==> config.mk <==
export PLATFORM = sky130hd
export DESIGN_NAME = str_score_line_fetcher
export DESIGN_NICKNAME = d
export VERILOG_FILES = /design/src/rtl/str_score_line_fetcher.sv
export SDC_FILE = /design/constraint.sdc
export NUM_CORES = 1
export LEC_CHECK = 0
export CORE_AREA = 3 3 234 213
export DETAILED_ROUTE_END_ITERATION = 8
export DIE_AREA = 0 0 237 216
export PLACE_DENSITY_LB_ADDON = 0.25
export SYNTH_ARGS = -nofsm -noshare
export SYNTH_HDL_FRONTEND = slang
export SYNTH_SLANG_ARGS = --single-unit
==> constraint.sdc <==
create_clock -name clk_i -period 4.36 [get_ports clk_i]
set_input_delay 0.436 -clock clk_i [delete_from_list [all_inputs] [get_ports clk_i]]
set_output_delay 0.436 -clock clk_i [all_outputs]
set_load 0.01 [all_outputs]
Figure 1. Selected gate families (run 1).
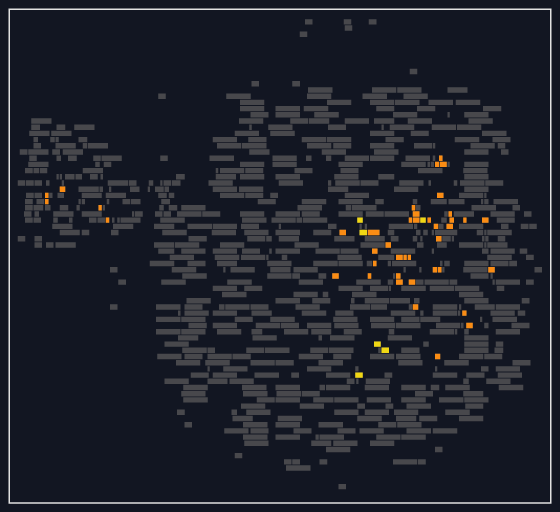
Yellow stands for non-inverting ao/oa cells, cells 6. Orange stands for aoi and oai cells, cells 41, where a horizontal strip, middle.
Final Instance Count excl. Fillers: 1,280
combinational share of cell area: 0.193
most frequent logic cell in the layout: edfxtp_1

Figure 2. Clock wires, drivers and flops (run 1).
Bar = 50 µm.
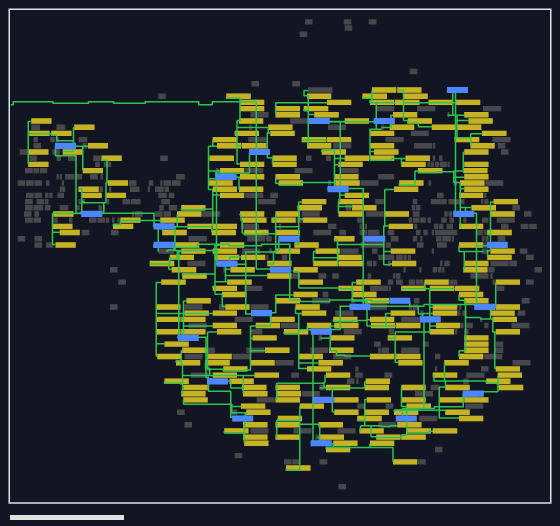
Blue stands for clock-net drivers, count 29. Green stands for clock wires, length 3,450 µm. Yellow stands for flip-flops, count 277.
There are 30 routed clock nets.
Worst-Skew Late Latency: 0.58 ns
clk_skew: 0.0214 ns

Figure 3. I/O nets highlighted (run 1).
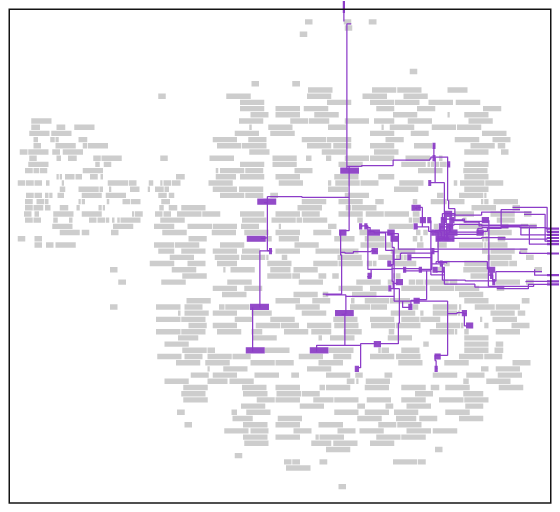
Purple stands for x_i, direction input, edge 10 east, 1 north, end cells 59, buffers 13, wire 1,620 µm.
IO buf count: 68
num ports: 69

==> results.sh, run 1 <==
# physical design summary
export IMPL_status="completed"
export IMPL_p_per_area_mw_per_mm2=426
export IMPL_avgSynthCellArea_um2=20.4
export IMPL_bufAreaShareNonClock=0.0669
export IMPL_initCoreUtil=0.229
export IMPL_rsz0062_at_grt="no"
export IMPL_drtAntennaViolNets=0
export IMPL_die_w_um=237
export IMPL_worstPathMaxFanout=23
export IMPL_wl_met1_mm=11.9
export IMPL_cts_root_buffer="clkbuf_16"
export IMPL_logic_gates=224
export IMPL_hold_path_class="in -> async"
export IMPL_p_switching_mw=1.23
export IMPL_highest_layer="met5"
export IMPL_ctsHoldBuffers=0
export IMPL_dieHeight_um=216
export IMPL_use_met2=0.154
export IMPL_fin_tns_setup_ns=0
export IMPL_nClkBuffers=36
export IMPL_synthTopCellsByCount="edfxtp_1, mux4_2, nor2_1"
export IMPL_antenna_cells=1
export IMPL_warnings=26
export IMPL_cp_num_cells=11
export IMPL_nFillCells=4667
export IMPL_area_leaders="edfxtp_1, mux4_2, dfrtp_1"
export IMPL_synth_cell_types=52
export IMPL_grt_first_pass_wirelength_mm=38.7
export IMPL_dpl_instance_area_mm2=0.0125
export IMPL_hold_viol_final=0
export IMPL_crit_type="in -> reg"
export IMPL_largest_area_cell="edfxtp_1"
export IMPL_dp_final_hpwl_mm=16.2
export IMPL_cts_buffers=29
export IMPL_clk_share=0.0687
export IMPL_flops=277
## run 1: power groups by stage
stage	Sequential, mW	Combinational [mW]	Clock (mW)
global route	2.93	0.468	2.57
floorplan	2.98	0.253	0
finish	2.93	0.428	2.38
global placement	2.98	0.439	0
detailed placement	2.98	0.440	0
CTS	2.93	0.442	2.46
## run 1: logic make-up (layout without fill, tap and decap cells)
kind of cell             count (synthesis)  in the layout  share of synthesized area
XOR/XNOR                                 4              4                    0.00390
buffers and inverters                   34            154                     0.0165
AND-OR/OR-AND                           47             47                     0.0312
multiplexers                            87             87                      0.154
other                                    0              1                          0
adder cells (fa/ha/maj)                  4              4                    0.00458
flip-flops                             277            277                      0.752
AND/OR/NAND/NOR                         82             82                     0.0379
==> run 2, diff against run 1 <==
==> constraint.sdc (replaced) <==
create_clock -name clk_i -period 2.64 [get_ports clk_i]
set_input_delay 0.264 -clock clk_i [delete_from_list [all_inputs] [get_ports clk_i]]
set_output_delay 0.264 -clock clk_i [all_outputs]
set_load 0.01 [all_outputs]
Figure 4. Clock wires, drivers and flops (run 2).
Bar = 50 µm.
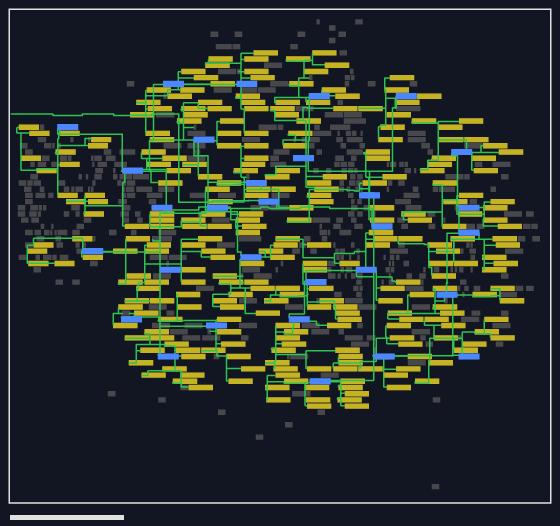
Green stands for clock wires, length 3,550 µm. Blue stands for clock-net drivers, count 30. Yellow stands for flip-flops, count 277.
There are 31 routed clock nets.
Clk pwr share: 0.409
Worst-Skew Late Latency: 0.56 ns

Figure 5. Selected gate families (run 2).
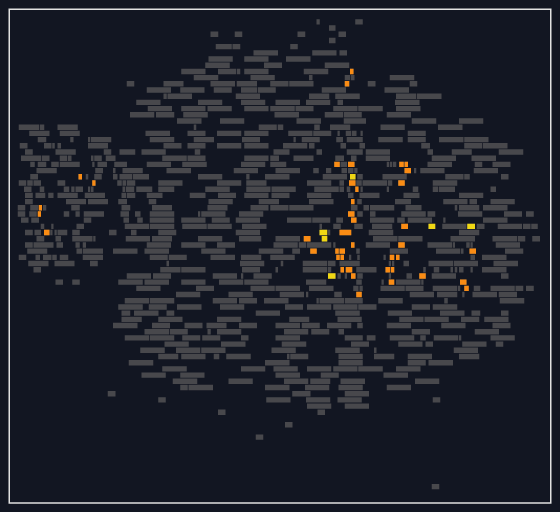
Yellow stands for non-inverting ao/oa cells, cells 6, where centre. Orange stands for aoi and oai cells, cells 41.
combinational share of cell area: 0.189
Final Instance Count excl. Fillers: 1,319

==> run 2 against run 1 <==
Sequential cell count unchanged. Core utilization grew 0.98 points. Routed wire length rose by 4.4%. Register-to-register slack got worse by 1.3 ns. Worst setup slack worse by 0.96 ns. Via count increased by 4.4%. Non-clock buffer count increased by 40. Synthesized area unchanged. Power increased by 67%. Critical path depth is 2 higher. Clock power up 64%. Critical path type unchanged.
==> results.sh, run 2 <==
# physical design summary
export IMPL_hold_path_class="in -> async"
export IMPL_logic_gates=224
export IMPL_nFillCells=4680
export IMPL_initCoreUtil=0.229
export IMPL_ys_sh_mux=0.154
export IMPL_clk_share=0.0653
export IMPL_flops=277
export IMPL_area_leaders="edfxtp_1, mux4_2, dfrtp_1"
export IMPL_worstPathMaxFanout=5
export IMPL_antenna_cells=0
export IMPL_p_per_area_mw_per_mm2=686
export IMPL_synthXorXnorAreaFrac=0.00389
export IMPL_yosys_area_share_aoi=0.0312
export IMPL_yosys_area_share_simple=0.0379
export IMPL_crit_required_ns=3.08
export IMPL_topCombFamilyByArea="multiplexers"
export IMPL_grt_first_pass_wirelength_mm=40.8
export IMPL_synthTopCellsByCount="edfxtp_1, mux4_2, nor2_1"
export IMPL_die_w_um=237
export IMPL_bufAreaShareNonClock=0.0969
export IMPL_drtAntennaViolNets=0
export IMPL_largest_area_cell="edfxtp_1"
export IMPL_rsz0062_at_grt="no"
export IMPL_status="completed"
export IMPL_adder_share=0.00458
export IMPL_dp_final_hpwl_mm=16.9
export IMPL_fin_tns_setup_ns=0
export IMPL_dpl_instance_area_mm2=0.0130
export IMPL_numPortBuffers=68
export IMPL_skew_ns=0.0145
export IMPL_hold_viol_final=0
export IMPL_avgSynthCellArea_um2=20.4
export IMPL_warnings=27
export IMPL_io_pins=69
export IMPL_lay_top_count="edfxtp_1"
export IMPL_synth_cell_types=52
export IMPL_cts_root_buffer="clkbuf_16"
==> run 2: cell counts after synthesis <==
No cell type changed its count.
==> run 2: layer usage <==
layer / wire length [µm] / vias up / track usage / share of wire
met1: 12200 / 2933 / 0.148 / 0.45
met3: 1580 / 43 / 0.0256 / 0.059
met5: 34 / - / 0 / 0.0013
met2: 12600 / 139 / 0.168 / 0.47
li1: - / 2493 / - / -
met4: 475 / 4 / 0.0183 / 0.018
==> run 2: what timing repair did <==
action                                  4_1_cts  5_1_grt
hold buffers                                  0        0
pin swaps                                     1        0
cloned                                        1        0
buffers inserted                              1        0
gates resized                                 7        3
endpoints found under the setup margin        1        1
==> run 2: power breakdown <==
group          internal (mW)  switching [mW]
logic                  0.435           0.379
registers               4.83         0.00941
clock network           2.24            1.68
Power and IR drop assume default switching activity.
